<file path="config.mk">
export PLATFORM = sky130hd
export DESIGN_NAME = dmi_uart_host
export DESIGN_NICKNAME = d
export VERILOG_FILES = /design/src/rtl/dmi_uart_host.sv
export SDC_FILE = /design/constraint.sdc
export NUM_CORES = 1
export LEC_CHECK = 0
export CORE_MARGIN = 1
export CORE_UTILIZATION = 51
export DETAILED_ROUTE_END_ITERATION = 6
export PLACE_DENSITY = 0.81
export SYNTH_ARGS = -nofsm -noshare
export SYNTH_HDL_FRONTEND = slang
export SYNTH_SLANG_ARGS = --single-unit
</file>
<file path="constraint.sdc">
create_clock -name clk_i -period 2.9 [get_ports clk_i]
set_input_delay 0.58 -clock clk_i [delete_from_list [all_inputs] [get_ports clk_i]]
set_output_delay 0.58 -clock clk_i [all_outputs]
set_load 0.01 [all_outputs]
</file>
<file path="src/rtl/dmi_uart_host.sv">
// -----------------------------------------------------------------------------
// dmi_uart_host
//
// Bridges a request/response register-access port onto a byte-oriented UART
// link. Each request becomes a frame: the escape byte, a command byte
// ({3'b010 write / 3'b001 read, 5-bit address}), then for writes the payload
// LSB first with every payload ESC byte doubled. Reads collect NBYTES
// unescaped bytes from the RX FIFO and return them on the response port. An
// escape followed by anything other than a second escape is a protocol error.
//
// Optional feature (macro DMI_UART_HOST_TIMEOUT_EN): a read that sits in the
// receive states for TIMEOUT_CYCLES cycles without a byte arriving completes
// with rsp_error_o=1. Without the macro a read waits indefinitely.
//
// Ports
//   clk_i, rst_ni              clock, asynchronous active-low reset
//   req_valid_i / req_ready_o  request handshake (ready only in IDLE)
//   req_write_i                1 = write, 0 = read
//   req_address_i              register address (zero-extended to 5 bits)
//   req_data_i                 write payload
//   rsp_valid_o / rsp_ready_i  response handshake
//   rsp_data_o                 read data (0 for writes)
//   rsp_error_o                protocol error or timeout
//   tx_ready_i, we_o, dsend_o  UART TX byte interface (one-cycle strobe)
//   rx_empty_i, re_o, drec_i   UART RX FIFO, first-word fall-through
// -----------------------------------------------------------------------------
module dmi_uart_host #(
  parameter logic [7:0] ESC            = 8'hB1,
  parameter int         WIDTH          = 41,
  parameter int         ADDR_WIDTH     = 5,
  parameter int         TIMEOUT_CYCLES = 1000000
) (
  input  logic                  clk_i,
  input  logic                  rst_ni,
  input  logic                  req_valid_i,
  output logic                  req_ready_o,
  input  logic                  req_write_i,
  input  logic [ADDR_WIDTH-1:0] req_address_i,
  input  logic [WIDTH-1:0]      req_data_i,
  output logic                  rsp_valid_o,
  input  logic                  rsp_ready_i,
  output logic [WIDTH-1:0]      rsp_data_o,
  output logic                  rsp_error_o,
  input  logic                  tx_ready_i,
  output logic                  we_o,
  output logic [7:0]            dsend_o,
  input  logic                  rx_empty_i,
  output logic                  re_o,
  input  logic [7:0]            drec_i
);

  localparam int NBYTES = (WIDTH + 7) / 8;
  localparam int PW     = NBYTES * 8;          // payload width padded to bytes
  localparam int CW     = $clog2(NBYTES + 1);  // byte counter width

  typedef enum logic [2:0] {
    IDLE,
    TX_ESC,
    TX_CMD,
    TX_DATA,
    TX_STUFF,
    RX_DATA,
    RX_ESC,
    RESPOND
  } state_t;

  state_t                state;
  logic                  req_write;
  logic [ADDR_WIDTH-1:0] req_address;
  logic [WIDTH-1:0]      req_data;
  logic [CW-1:0]         byte_cnt;

  logic [CW-1:0]         cnt_next;
  logic                  last_byte;
  logic [CW+2:0]         byte_shift;
  logic [7:0]            tx_byte;
  logic [7:0]            cmd_byte;
  logic                  tx_fire;
  logic [WIDTH-1:0]      rx_merged;
  logic                  timeout_hit;

  // Counter saturates at NBYTES instead of wrapping.
  assign cnt_next   = (byte_cnt == CW'(NBYTES)) ? byte_cnt : byte_cnt + CW'(1);
  assign last_byte  = (cnt_next == CW'(NBYTES));
  assign byte_shift = {byte_cnt, 3'b000};

  // Payload byte selected by the counter; bits past WIDTH read as zero.
  assign tx_byte  = 8'(PW'(req_data) >> byte_shift);
  assign cmd_byte = {(req_write ? 3'b010 : 3'b001), 5'(req_address)};

  // A byte goes out only when the UART is ready and no strobe is in flight,
  // so the cycle after each we_o never issues another one.
  assign tx_fire = tx_ready_i && !we_o;

  // Insert the received byte at the current byte slot; bits beyond WIDTH of
  // the top byte fall off in the final truncation.
  assign rx_merged = WIDTH'((PW'(rsp_data_o) & ~(PW'(8'hFF) << byte_shift))
                            | (PW'(drec_i) << byte_shift));

`ifdef DMI_UART_HOST_TIMEOUT_EN
  localparam int TW = $clog2(TIMEOUT_CYCLES + 1);
  logic [TW-1:0] timeout_cnt;

  assign timeout_hit = (timeout_cnt == TW'(TIMEOUT_CYCLES - 1));

  // Counts cycles spent waiting in the receive states; any consumed byte
  // restarts the count.
  always_ff @(posedge clk_i or negedge rst_ni) begin
    if (!rst_ni) begin
      timeout_cnt <= '0;
    end else if ((state == RX_DATA || state == RX_ESC) && !re_o) begin
      timeout_cnt <= timeout_cnt + TW'(1);
    end else begin
      timeout_cnt <= '0;
    end
  end
`else
  assign timeout_hit = 1'b0;
`endif

  // NOTE: every register here is state, so all updates use non-blocking
  // assignments; blocking ones would make later reads in this block see the
  // new value and break the one-cycle strobe timing.
  always_ff @(posedge clk_i or negedge rst_ni) begin
    if (!rst_ni) begin
      state       <= IDLE;
      req_write   <= 1'b0;
      req_address <= '0;
      req_data    <= '0;
      byte_cnt    <= '0;
      req_ready_o <= 1'b1;
      rsp_valid_o <= 1'b0;
      rsp_data_o  <= '0;
      rsp_error_o <= 1'b0;
      we_o        <= 1'b0;
      dsend_o     <= '0;
      re_o        <= 1'b0;
    end else begin
      // Strobes fall back to zero unless a state raises them this cycle.
      we_o <= 1'b0;
      re_o <= 1'b0;

      case (state)
        IDLE: begin
          if (req_valid_i && req_ready_o) begin
            req_write   <= req_write_i;
            req_address <= req_address_i;
            req_data    <= req_data_i;
            byte_cnt    <= '0;
            rsp_data_o  <= '0;
            rsp_error_o <= 1'b0;
            req_ready_o <= 1'b0;
            state       <= TX_ESC;
          end
        end

        TX_ESC: begin
          if (tx_fire) begin
            we_o    <= 1'b1;
            dsend_o <= ESC;
            state   <= TX_CMD;
          end
        end

        // The command byte is never escaped even if it equals ESC.
        TX_CMD: begin
          if (tx_fire) begin
            we_o    <= 1'b1;
            dsend_o <= cmd_byte;
            state   <= req_write ? TX_DATA : RX_DATA;
          end
        end

        TX_DATA: begin
          if (tx_fire) begin
            we_o     <= 1'b1;
            dsend_o  <= tx_byte;
            byte_cnt <= cnt_next;
            if (tx_byte == ESC) begin
              state <= TX_STUFF;
            end else if (last_byte) begin
              state       <= RESPOND;
              rsp_valid_o <= 1'b1;
            end
          end
        end

        // Second copy of a payload ESC; the counter already points past it.
        TX_STUFF: begin
          if (tx_fire) begin
            we_o    <= 1'b1;
            dsend_o <= ESC;
            if (byte_cnt == CW'(NBYTES)) begin
              state       <= RESPOND;
              rsp_valid_o <= 1'b1;
            end else begin
              state <= TX_DATA;
            end
          end
        end

        // drec_i is consumed in the cycle re_o is high; the FIFO pops at the
        // end of that cycle.
        RX_DATA: begin
          if (re_o) begin
            if (drec_i == ESC) begin
              state <= RX_ESC;
            end else begin
              rsp_data_o <= rx_merged;
              byte_cnt   <= cnt_next;
              if (last_byte) begin
                state       <= RESPOND;
                rsp_valid_o <= 1'b1;
              end
            end
          end else if (!rx_empty_i) begin
            re_o <= 1'b1;
          end else if (timeout_hit) begin
            state       <= RESPOND;
            rsp_valid_o <= 1'b1;
            rsp_error_o <= 1'b1;
          end
        end

        RX_ESC: begin
          if (re_o) begin
            if (drec_i == ESC) begin
              rsp_data_o <= rx_merged;
              byte_cnt   <= cnt_next;
              if (last_byte) begin
                state       <= RESPOND;
                rsp_valid_o <= 1'b1;
              end else begin
                state <= RX_DATA;
              end
            end else begin
              // Bad escape sequence: keep the bytes gathered so far.
              state       <= RESPOND;
              rsp_valid_o <= 1'b1;
              rsp_error_o <= 1'b1;
            end
          end else if (!rx_empty_i) begin
            re_o <= 1'b1;
          end else if (timeout_hit) begin
            state       <= RESPOND;
            rsp_valid_o <= 1'b1;
            rsp_error_o <= 1'b1;
          end
        end

        RESPOND: begin
          if (rsp_ready_i) begin
            rsp_valid_o <= 1'b0;
            req_ready_o <= 1'b1;
            state       <= IDLE;
          end
        end

        default: begin
          state       <= IDLE;
          req_ready_o <= 1'b1;
          rsp_valid_o <= 1'b0;
        end
      endcase
    end
  end

endmodule

</file>
Fig. 1: run 1, selected gate families
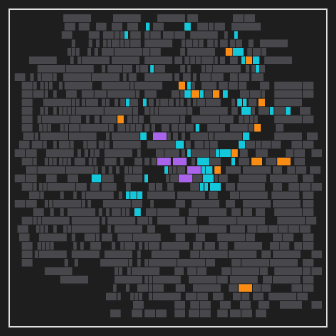
| colour | family | cells |
|---|---|---|
| cyan | nor cells | 43 |
| orange | and/or cells | 13 |
| purple | fa/ha/maj cells | 5 |
post-route insts no fill: 779
logic gate fraction of the total cell area: 0.337
Top cell excl fill/tap: nand2_1

Fig. 2: run 1, track usage over the die
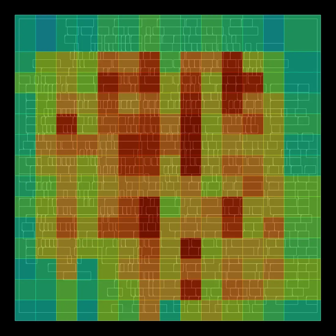
met2 Usage GRT: 0.424
GRT Resource Usage Total: 0.258
routed len/inst: 16.4 um

==> impl_metrics.json, run 1 <==
{
  "p_leak_nw": 3.12,
  "final_nets": 707,
  "synth_area_um2": 5090,
  "tightest_slew_ns": 0.754,
  "largest_cell_class": "registers",
  "status": "finished clean",
  "place_hpwl_mm": 9.49,
  "wl_met3_um": 771,
  "p_switching_uw": 628,
  "synthesis.instances": 522,
  "pwr-share-seq": 0.585,
  "ios": 115,
  "internal_power_mw": 1.93,
  "worst_path_max_delay_cell": "a2111oi_0",
  "seq-power_mw": 1.50,
  "ff_type": "dfrtp_1",
  "yosysMostFrequentCell": "nand2_1",
  "vias_per_cell": 5.61,
  "syn_nets": 588,
  "total_power_mw": 2.56,
  "fin_worst_skew_ns": 0.0173,
  "cp-startpoint": "byte_cnt[0]$_DFFE_PN0P_",
  "ant_nets": 0,
  "chipArea_um2": 10400,
  "cts_buffers": 9,
  "slew_headroom": 0.497,
  "synth-simple-area-share": 0.200,
  "cp_top_family": "AND-OR/OR-AND gates",
  "lay_top_cells": "162 x nand2_1, 113 x clkdlybuf4s50_1, 105 x dfrtp_1",
  "hold_ws_ns": 0.189,
  "cts_resized": 0,
  "dieHeight_um": 102,
  "mux_share": 0.0447,
  "startpoint_type": "flip-flop",
  "combPwrFrac": 0.060,
  "clock_power_share": 0.354,
  "n_antenna_cell": 0,
  "required_ns": 3.22,
  "ff2ff_setup_slack_ns": 0.27,
  "clock_area_frac": 0.0300,
  "cts_sinks": 107,
  "critPathKind": "reg2reg",
  "max_cap_viol_count": 0,
  "seqCellArea_um2": 2680,
  "wl_mm": 12.7,
  "cp-endpoint": "rsp_valid_o$_DFFE_PN0P_",
  "cp.arrival_ns": 2.95
}
Fig. 3: run 1, a small window of the routed layout
Bar = 10 um. Region (13, 13) to (38, 38) um. Cells in grey, sequential cells in the stronger grey; small squares are vias.
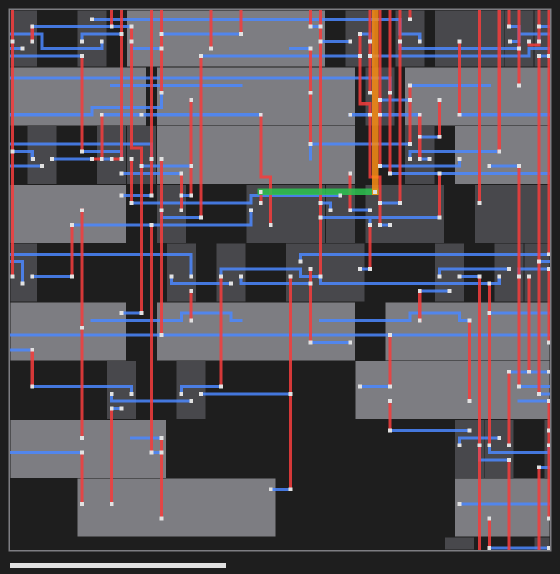
| colour | layer |
|---|---|
| orange | M4 |
| red | M2 |
| blue | M1 |
| green | M3 |
sequential cells in the window: 12
cells with their middle in the window: 39
netlist names of flops here include: req_data (12)
most frequent: nand2_1 (22), dfrtp_1 (12), mux2i_1 (3)

Fig. 4: run 1, nets reached from selected ports
Bar = 20 um.
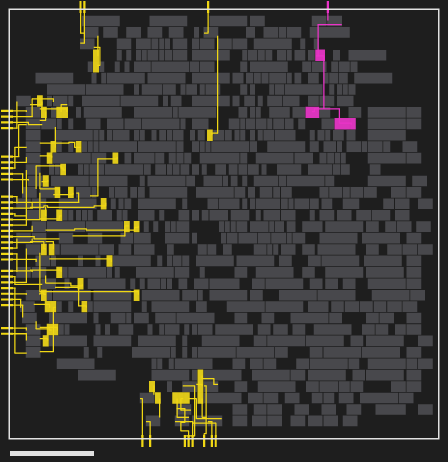

==> run 2: changes to the inputs <==
--- a/config.mk
+++ b/config.mk
@@ -5,9 +5,11 @@
 export SDC_FILE = /design/constraint.sdc
 export NUM_CORES = 1
 export LEC_CHECK = 0
+export CAP_MARGIN = 20
 export CORE_MARGIN = 1
 export CORE_UTILIZATION = 51
 export DETAILED_ROUTE_END_ITERATION = 6
+export GPL_ROUTABILITY_DRIVEN = 0
 export PLACE_DENSITY = 0.81
 export SYNTH_ARGS = -nofsm -noshare
 export SYNTH_HDL_FRONTEND = slang
Fig. 5: run 2, nets reached from selected ports
Bar = 20 um.
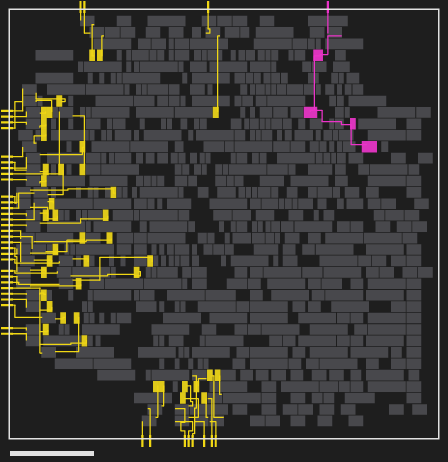
| colour | port | bits | direction | end cells | buffers | wire |
|---|---|---|---|---|---|---|
| magenta | rsp_ready_i | 1 | input | 4 | 1 | 51.2 um |
| yellow | req_data_i | 41 | input | 41 | 41 | 655 um |
port bufs: 114
I/O pins: 115

Fig. 6: run 2, register map, names as in the netlist
Bar = 20 um.
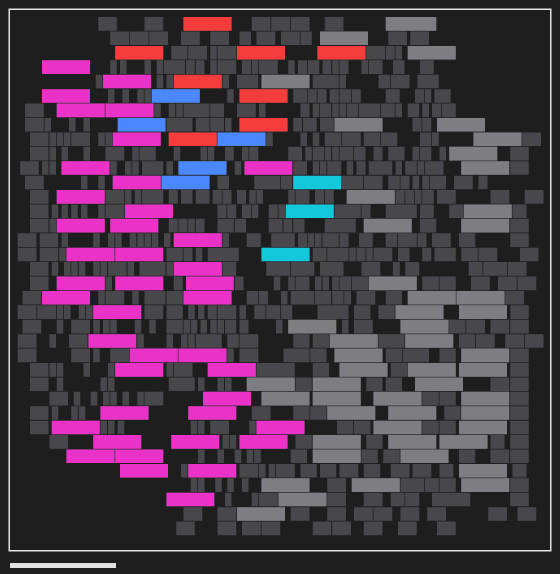
| colour | signal | flops |
|---|---|---|
| cyan | byte_cnt | 3 |
| magenta | req_data | 41 |
| blue | req_address | 5 |
| red | dsend_o | 8 |
not coloured: 50
Seq power: 1.50 mW
final core occ: 0.680
Flop area: 2680 um2

==> impl_metrics.json, run 2 <==
{
  "status": "finished clean",
  "wl_met3_um": 699,
  "total_power_mw": 2.56,
  "slew_headroom": 0.507,
  "largest_cell_class": "registers",
  "cp-startpoint": "byte_cnt[2]$_DFFE_PN0P_",
  "lay_top_cells": "162 x nand2_1, 113 x clkdlybuf4s50_1, 106 x dfrtp_1",
  "fin_worst_skew_ns": 0.0190,
  "required_ns": 3.17,
  "lay_top_count": "nand2_1",
  "cts_sinks": 107,
  "cp_top_family": "AND-OR/OR-AND gates",
  "wl_mm": 12.7,
  "cp.arrival_ns": 2.88,
  "clock_power_share": 0.354,
  "startpoint_type": "flip-flop",
  "clock_area_frac": 0.0291,
  "final_cells": 778,
  "p_leak_nw": 3.12,
  "place_hpwl_mm": 9.39,
  "sh_comb_area": 0.338,
  "synth_area_um2": 5090,
  "tightest_slew_ns": 0.739,
  "ff_type": "dfrtp_1",
  "chipArea_um2": 10400,
  "synth-simple-area-share": 0.200
}
==> run 3: changes to the inputs <==
--- a/config.mk
+++ b/config.mk
@@ -6,8 +6,8 @@
 export NUM_CORES = 1
 export LEC_CHECK = 0
 export CAP_MARGIN = 20
-export CORE_MARGIN = 1
 export CORE_UTILIZATION = 51
+export CTS_CLUSTER_SIZE = 12
 export DETAILED_ROUTE_END_ITERATION = 6
 export GPL_ROUTABILITY_DRIVEN = 0
 export PLACE_DENSITY = 0.81
Fig. 7: run 3, a small window of the routed layout
Bar = 10 um. Region (13, 13) to (38, 38) um. Cells in grey, sequential cells in the stronger grey; small squares are vias.
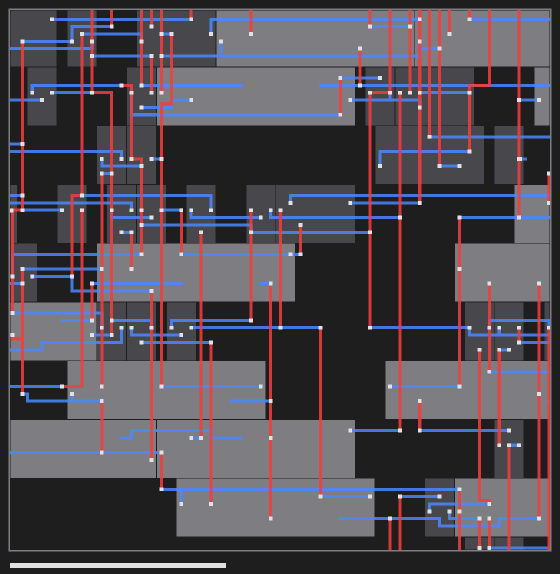
| colour | layer |
|---|---|
| red | M2 |
| blue | M1 |
cells with their middle in the window: 34
most frequent: nand2_1 (19), dfrtp_1 (9), mux2i_1 (3)
sequential cells in the window: 9
netlist names of flops here include: req_data (9)

==> impl_metrics.json, run 3 <==
{
  "status": "finished clean",
  "rows": 36,
  "p_leak_nw": 3.12,
  "dieHeight_um": 102,
  "fin_worst_skew_ns": 0.0190,
  "chipArea_um2": 10400,
  "ios": 115,
  "clock_area_frac": 0.0291,
  "avgSynthCellArea_um2": 9.75,
  "cp.arrival_ns": 2.88,
  "required_ns": 3.17,
  "tightest_slew_ns": 0.739,
  "cp_top_family": "AND-OR/OR-AND gates",
  "lay_top_cells": "162 x nand2_1, 113 x clkdlybuf4s50_1, 106 x dfrtp_1",
  "place_hpwl_mm": 9.39,
  "final_cells": 778,
  "synth_area_um2": 5090,
  "routedWlPerCell_um": 16.4,
  "n_antenna_cell": 0,
  "worst_path_max_delay_cell": "dfrtp_1",
  "fp.coreArea_um2": 9730,
  "ff_type": "dfrtp_1",
  "cts_buffers": 9,
  "synth.yosys.seq_area_share": 0.526,
  "clock_power_share": 0.354,
  "sh_comb_area": 0.338,
  "hold_path.class": "in2async",
  "buffer_ports.inserted": 114,
  "seqCellArea_um2": 2680,
  "synth-simple-area-share": 0.200,
  "startpoint_type": "flip-flop",
  "hold_ws_ns": 0.197,
  "setup_ws_ns": 0.287,
  "final_util": 0.680,
  "cp-startpoint": "byte_cnt[2]$_DFFE_PN0P_",
  "mux_share": 0.0447,
  "largest_cell_class": "registers",
  "wl_mm": 12.7,
  "nFillCells": 792,
  "comb_area_um2": 2240,
  "cp-endpoint": "rsp_valid_o$_DFFE_PN0P_",
  "yosys_area_um2": 5090,
  "wl_met3_um": 699,
  "cts_sinks": 107,
  "slew_headroom": 0.507,
  "total_power_mw": 2.56,
  "seq-power_mw": 1.50,
  "lay_top_count": "nand2_1"
}
Fig. 8: run 3, track usage over the die
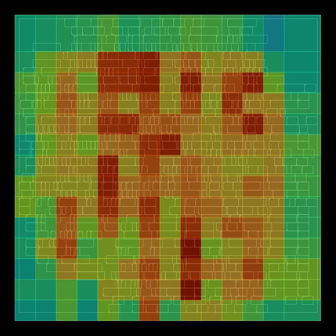
GRT Resource Usage Total: 0.256
GRT busiest layer: met2
GR Util met3: 0.0445
met1 track demand over resource: 0.344
met2 Usage GRT: 0.423

Power figures rest on the tool's default switching activity, not on a simulated workload.
